File: config.mk
export PLATFORM = sky130hd
export DESIGN_NAME = matmul_seq_engine_flat
export DESIGN_NICKNAME = d
export VERILOG_FILES = /design/src/rtl/matmul_pkg.sv /design/src/rtl/matmul_seq_engine_if.sv /design/src/rtl/matmul_mac.sv /design/src/rtl/matmul_seq_engine.sv /design/src/flat_wrapper.sv
export SDC_FILE = /design/constraint.sdc
export NUM_CORES = 1
export LEC_CHECK = 0
export CAP_MARGIN = 30
export CORE_MARGIN = 2
export CORE_UTILIZATION = 54
export DETAILED_ROUTE_END_ITERATION = 10
export GPL_ROUTABILITY_DRIVEN = 0
export PLACE_DENSITY = 0.78
export SETUP_SLACK_MARGIN = 0.05
export SLEW_MARGIN = 20
export SYNTH_ARGS = -nofsm -noshare
export SYNTH_HDL_FRONTEND = slang
export SYNTH_SLANG_ARGS = --single-unit
File: constraint.sdc
create_clock -name clk -period 11.35 [get_ports clk]
set_input_delay 1.135 -clock clk [delete_from_list [all_inputs] [get_ports clk]]
set_output_delay 1.135 -clock clk [all_outputs]
set_load 0.02 [all_outputs]
File: src/rtl/matmul_pkg.sv
// Shared types and width helpers for the sequential matrix-multiply engine.
package matmul_pkg;

  localparam int unsigned ADDR_W = 32;

  typedef enum logic [2:0] {
    StIdle,
    StFetchA,
    StFetchB,
    StMac,
    StWrite,
    StDone
  } state_e;

  function automatic int unsigned elem_w(int unsigned size);
    return size;
  endfunction

  // Wide enough for N full-scale products, so the sum never wraps.
  function automatic int unsigned acc_w(int unsigned size, int unsigned n);
    return 2 * size + $clog2(n);
  endfunction

  function automatic int unsigned idx_w(int unsigned n);
    return (n > 1) ? $clog2(n) : 1;
  endfunction

endpackage

File: src/rtl/matmul_seq_engine_if.sv
// Matrix memory bus: combinational read port plus synchronous write port.
interface matmul_seq_engine_if #(
  parameter int unsigned SIZE = 8
);
  import matmul_pkg::*;

  logic              rd_en;
  logic [ADDR_W-1:0] rd_addr;
  logic [SIZE-1:0]   rd_data;
  logic              wr_en;
  logic [ADDR_W-1:0] wr_addr;
  logic [SIZE-1:0]   wr_data;

  modport master (
    output rd_en, rd_addr, wr_en, wr_addr, wr_data,
    input  rd_data
  );

  modport slave (
    input  rd_en, rd_addr, wr_en, wr_addr, wr_data,
    output rd_data
  );

endinterface

File: src/rtl/matmul_mac.sv
// Unsigned multiply-accumulate with clear/enable and a high-bits overflow flag.
module matmul_mac #(
  parameter int unsigned SIZE = 8,
  parameter int unsigned ACCW = 17
) (
  input  logic            clk,
  input  logic            rst,
  input  logic            clr_i,
  input  logic            en_i,
  input  logic [SIZE-1:0] a_i,
  input  logic [SIZE-1:0] b_i,
  output logic [ACCW-1:0] acc_o,
  output logic            ovf_o
);

  logic [ACCW-1:0] acc_q;
  logic [ACCW-1:0] prod;

  always_comb begin
    prod  = ACCW'(a_i) * ACCW'(b_i);
    acc_o = acc_q;
    ovf_o = |acc_q[ACCW-1:SIZE];
  end

  always_ff @(posedge clk) begin
    if (rst || clr_i) begin
      acc_q <= '0;
    end else if (en_i) begin
      acc_q <= acc_q + prod;
    end
  end

endmodule

File: src/rtl/matmul_seq_engine.sv
// Sequential C = A x B engine: one operand read per cycle, one MAC per term.
module matmul_seq_engine
  import matmul_pkg::*;
#(
  parameter int unsigned N      = 2,
  parameter int unsigned SIZE   = 8,
  parameter int unsigned A_BASE = 0,
  parameter int unsigned B_BASE = 4,
  parameter int unsigned C_BASE = 8
) (
  input  logic          clk,
  input  logic          rst,
  input  logic          start,
  output logic          busy,
  output logic          done,
  output logic          overflow,
  matmul_seq_engine_if.master mem
);

  localparam int unsigned ACCW = acc_w(SIZE, N);
  localparam int unsigned EW   = elem_w(SIZE);
  localparam int unsigned IW   = idx_w(N);
  localparam logic [IW-1:0] LAST = IW'(N - 1);

  state_e            state_q, state_d;
  logic [IW-1:0]     i_q, j_q, k_q;
  logic [EW-1:0]     a_q, b_q;
  logic              ovf_q;
  logic [ADDR_W-1:0] rd_addr_q, wr_addr_q;
  logic [EW-1:0]     wr_data_q;
  logic [ADDR_W-1:0] a_addr, b_addr, c_addr;
  logic [ACCW-1:0]   acc;
  logic              acc_hi;
  logic              mac_clr, mac_en;

  matmul_mac #(
    .SIZE (EW),
    .ACCW (ACCW)
  ) u_mac (
    .clk   (clk),
    .rst   (rst),
    .clr_i (mac_clr),
    .en_i  (mac_en),
    .a_i   (a_q),
    .b_i   (b_q),
    .acc_o (acc),
    .ovf_o (acc_hi)
  );

  always_comb begin
    a_addr  = ADDR_W'(A_BASE) + ADDR_W'(i_q) * ADDR_W'(N) + ADDR_W'(k_q);
    b_addr  = ADDR_W'(B_BASE) + ADDR_W'(k_q) * ADDR_W'(N) + ADDR_W'(j_q);
    c_addr  = ADDR_W'(C_BASE) + ADDR_W'(i_q) * ADDR_W'(N) + ADDR_W'(j_q);
    mac_clr = ((state_q == StIdle) && start) || (state_q == StWrite);
    mac_en  = (state_q == StMac);
  end

  always_comb begin
    state_d      = state_q;
    mem.rd_en    = 1'b0;
    mem.rd_addr  = rd_addr_q;
    mem.wr_en    = 1'b0;
    mem.wr_addr  = wr_addr_q;
    mem.wr_data  = wr_data_q;
    unique case (state_q)
      StIdle: if (start) state_d = StFetchA;
      StFetchA: begin
        mem.rd_en   = 1'b1;
        mem.rd_addr = a_addr;
        state_d     = StFetchB;
      end
      StFetchB: begin
        mem.rd_en   = 1'b1;
        mem.rd_addr = b_addr;
        state_d     = StMac;
      end
      StMac: state_d = (k_q == LAST) ? StWrite : StFetchA;
      StWrite: begin
        // Suppress the strobe on a reset cycle so an abort never lands a write.
        mem.wr_en   = ~rst;
        mem.wr_addr = c_addr;
        mem.wr_data = acc[EW-1:0];
        state_d     = ((i_q == LAST) && (j_q == LAST)) ? StDone : StFetchA;
      end
      StDone: state_d = StIdle;
      default: state_d = StIdle;
    endcase
  end

  always_ff @(posedge clk) begin
    if (rst) begin
      state_q   <= StIdle;
      i_q       <= '0;
      j_q       <= '0;
      k_q       <= '0;
      a_q       <= '0;
      b_q       <= '0;
      ovf_q     <= 1'b0;
      rd_addr_q <= '0;
      wr_addr_q <= '0;
      wr_data_q <= '0;
    end else begin
      state_q   <= state_d;
      rd_addr_q <= mem.rd_addr;
      wr_addr_q <= mem.wr_addr;
      wr_data_q <= mem.wr_data;
      unique case (state_q)
        StIdle: begin
          if (start) begin
            i_q   <= '0;
            j_q   <= '0;
            k_q   <= '0;
            ovf_q <= 1'b0;
          end
        end
        StFetchA: a_q <= mem.rd_data;
        StFetchB: b_q <= mem.rd_data;
        StMac: if (k_q != LAST) k_q <= k_q + 1'b1;
        StWrite: begin
          if (acc_hi) ovf_q <= 1'b1;
          k_q <= '0;
          if (j_q == LAST) begin
            j_q <= '0;
            i_q <= (i_q == LAST) ? '0 : i_q + 1'b1;
          end else begin
            j_q <= j_q + 1'b1;
          end
        end
        default: ;
      endcase
    end
  end

  always_comb begin
    busy     = (state_q != StIdle);
    done     = (state_q == StDone);
    overflow = ovf_q;
  end

endmodule

File: src/flat_wrapper.sv
// flat-port wrapper written by rule: the top's interface ports become plain ports
module matmul_seq_engine_flat import matmul_pkg::*;
#(
  parameter int unsigned N      = 2,
  parameter int unsigned SIZE   = 8,
  parameter int unsigned A_BASE = 0,
  parameter int unsigned B_BASE = 4,
  parameter int unsigned C_BASE = 8
)
  (clk, rst, start, busy, done, overflow, mem_rd_en, mem_rd_addr, mem_wr_en, mem_wr_addr, mem_wr_data, mem_rd_data);
  matmul_seq_engine_if #(.SIZE(SIZE)) mem_i ();
  input  logic clk;
  input  logic rst;
  input  logic start;
  output logic busy;
  output logic done;
  output logic overflow;
  output wire logic [$bits(mem_i.rd_en)-1:0] mem_rd_en;
  output wire logic [$bits(mem_i.rd_addr)-1:0] mem_rd_addr;
  output wire logic [$bits(mem_i.wr_en)-1:0] mem_wr_en;
  output wire logic [$bits(mem_i.wr_addr)-1:0] mem_wr_addr;
  output wire logic [$bits(mem_i.wr_data)-1:0] mem_wr_data;
  input wire logic [$bits(mem_i.rd_data)-1:0] mem_rd_data;
  assign mem_rd_en = mem_i.rd_en;
  assign mem_rd_addr = mem_i.rd_addr;
  assign mem_wr_en = mem_i.wr_en;
  assign mem_wr_addr = mem_i.wr_addr;
  assign mem_wr_data = mem_i.wr_data;
  assign mem_i.rd_data = mem_rd_data;
  matmul_seq_engine #(.N(N), .SIZE(SIZE), .A_BASE(A_BASE), .B_BASE(B_BASE), .C_BASE(C_BASE)) u_core (.clk(clk), .rst(rst), .start(start), .busy(busy), .done(done), .overflow(overflow), .mem(mem_i));
endmodule
==> summary.txt <==
Syn_area_per_cell -> 8.96 um2
Most numerous logic cell after layout -> dfxtp_1
Final antenna-violating net count -> 0
Slew Viols, Final -> 0
Fin crit period -> 4.62 ns
DP Cell Count -> 945
Post-cts sizing count -> 0
Complex Gates by Area -> 7.03%
Outcome -> finished, final reports clean
Initial antenna violation count -> 0
Slew @ Worst Pin -> 0.787 ns
Drt pass-1 iters -> 5
Max VDD drop -> 0.0000894 V
Cell Int Power -> 606 uW
Post-CTS Hold Fix Bufs -> 0
Xor/xnor share -> 0.794%
Worst path cell trace -> and2_1, fa_1, inv_1, fa_1, inv_1, fa_1, inv_1, fa_1, inv_1, ha_1, a21oi_1, nand2_1, o21ai_1, nor2_1, or4_1, nand3_1
Setup TNS -> 0 ns
Psw -> 222 uW
Layout cells sized above 1 -> 3.93%
Fp_density -> 55.1%
Final period util -> 40.7%
CP bufs+invs -> 4
Die height -> 115 um
CTS buffer count -> 9
Total core area -> 0.0120 mm2
Final Hold Viols -> 0
Asr flop ratio synth -> 0%
Synth Cell Area -> 0.00662 mm2
Crit start category -> flip-flop
All-Layer GR Usage -> 22.5%
DR vias/cell -> 5.16
Crit-path max cell delay -> 0.54 ns
Fillers -> 967
Most frequent cells in the layout -> dfxtp_1 (112), inv_1 (94), and2_1 (91)
Site Rows -> 40
Chip Area -> 0.0132 mm2
Worst hold slack -> 0.456 ns
Ports -> 88
EDFF count, synth -> 0
Vias in the first global route -> 5054
layer usage:
metal	routed length (um)	track usage, %
met5	0	0
met3	912	7.12
met1	6270	29.8
met2	6470	36.1
met4	178	6.10
stage by stage:
stage	setup slack (ns)	util, %	area (um2)
6_report	6.73	65.7	7900
5_1_grt	6.51	65.7	7900
4_1_cts	6.75	65.7	7900
3_5_place_dp	6.77	63.1	7580
3_3_place_gp	6.90	63.1	7580
2_1_floorplan	7.01	-	6620
worst paths after layout:
kind,startpoint,to,slack [ns],cells past startpoint
worst min-delay path,u_core.wr_addr_q[6],u_core.wr_addr_q[6],0.46,1
worst max-delay path,u_core.a_q[3],u_core.u_mac.acc_o[12],6.73,16
worst max register to register,u_core.a_q[3],u_core.u_mac.acc_o[12],6.73,16
worst min register to register,u_core.wr_addr_q[6],u_core.wr_addr_q[6],0.46,1
final cells by class:
type / count / share of cell area (%)
clock buffers: 9 / 2.85
multi-input cells: 499 / 49.3
inverters: 95 / 4.52
clock inverters: 7 / 1.11
repair buffers: 92 / 11.5
well taps: 147 / 2.33
flip-flops and latches: 112 / 28.4
cells in the mapped netlist, drive strengths merged, types with 3 or more instances:
cell | count | share of area [%]
a21o | 5 | 0.57
a21oi | 36 | 2.7
a31oi | 4 | 0.38
and2 | 92 | 8.7
buf | 7 | 0.60
clkbuf | 26 | 1.5
dfxtp | 112 | 34
fa | 50 | 15
ha | 38 | 7.2
inv | 94 | 5.3
mux2 | 10 | 1.7
mux2i | 10 | 1.5
nand2 | 74 | 4.2
nand2b | 5 | 0.47
nand3 | 11 | 0.83
nor2 | 34 | 2.0
nor2b | 75 | 7.1
nor3 | 7 | 0.53
o21ai | 5 | 0.38
or2 | 3 | 0.28
or4 | 3 | 0.40
xnor2 | 5 | 0.66
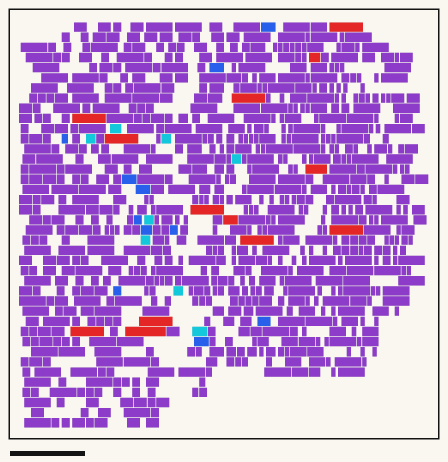
(images/drive_strength.png)
Bar = 20 um.
drive 2: drawn in blue, cells 11, share 1.4%, most used mux2_2. drive 3 to 4: drawn in cyan, cells 8, share 0.98%, most used buf_4. drive 1 or less: drawn in purple, cells 782, share 96%, most used dfxtp_1. drive 6 and up: drawn in red, cells 13, share 1.6%, most used clkbuf_16.
post-route cell area: 0.00790 mm2
setup ws final: 6.73 ns
Non-CTS buffers: 92
area grow syn2layout: 19.2%

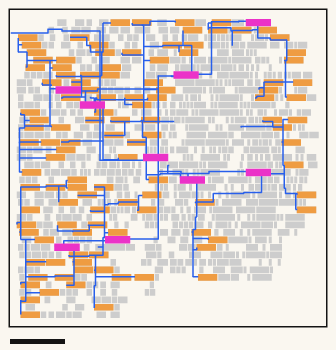
(images/clock_map.png)
Bar = 20 um.
cells driving clock nets: drawn in magenta, count 9. flip-flops: drawn in orange, count 112. clock wires: drawn in blue, length 1350 um.
Position of the flops: spread over the die.

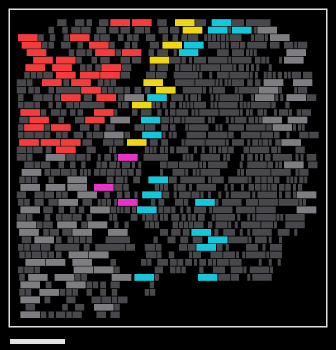
(images/registers.png)
Bar = 20 um. Other sequential cells in the stronger gray, the rest of the logic in the fainter gray.
u_core.wr_data_q: drawn in yellow, placed flops 8, where north. u_core.wr_addr_q: drawn in red, placed flops 32, where north-west. u_core.u_mac.acc_o: drawn in cyan, placed flops 17. u_core.state_q: drawn in magenta, placed flops 3.
Another 52 sequential cells are not colored.
sequential share of cell area: 28.4%
seq pwr: 412 uW
Final Util: 65.7%
FF+latch area: 0.00224 mm2

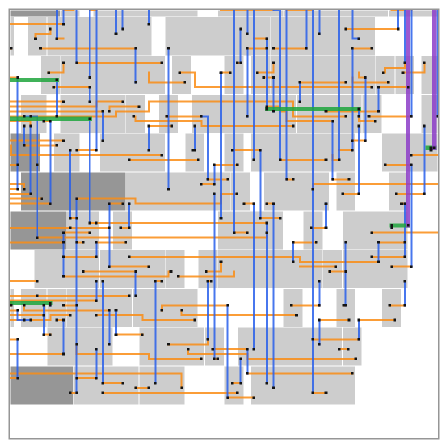
(images/zoom.png)
Region (71, 14) to (101, 44) um. Cells in gray, sequential cells in the stronger gray; small squares are vias.
met2: drawn in blue. met1: drawn in orange. met3: drawn in green. met4: drawn in purple.
Sequential cells in the window: 3. Netlist names of flops here include u_core.u_mac.acc_o (3). Most frequent: inv_1 (26), ha_1 (15), fa_1 (11). 61 logic cells have their middle in the window.

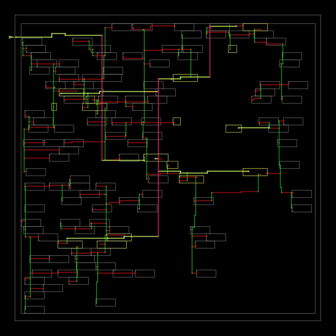
(images/final_clocks.png)
Clock buffer cells: 9
clock-net power: 331 uW
clock skew: 0.00914 ns
Sink Count: 112
registers: 112

Power and IR drop assume default switching activity.
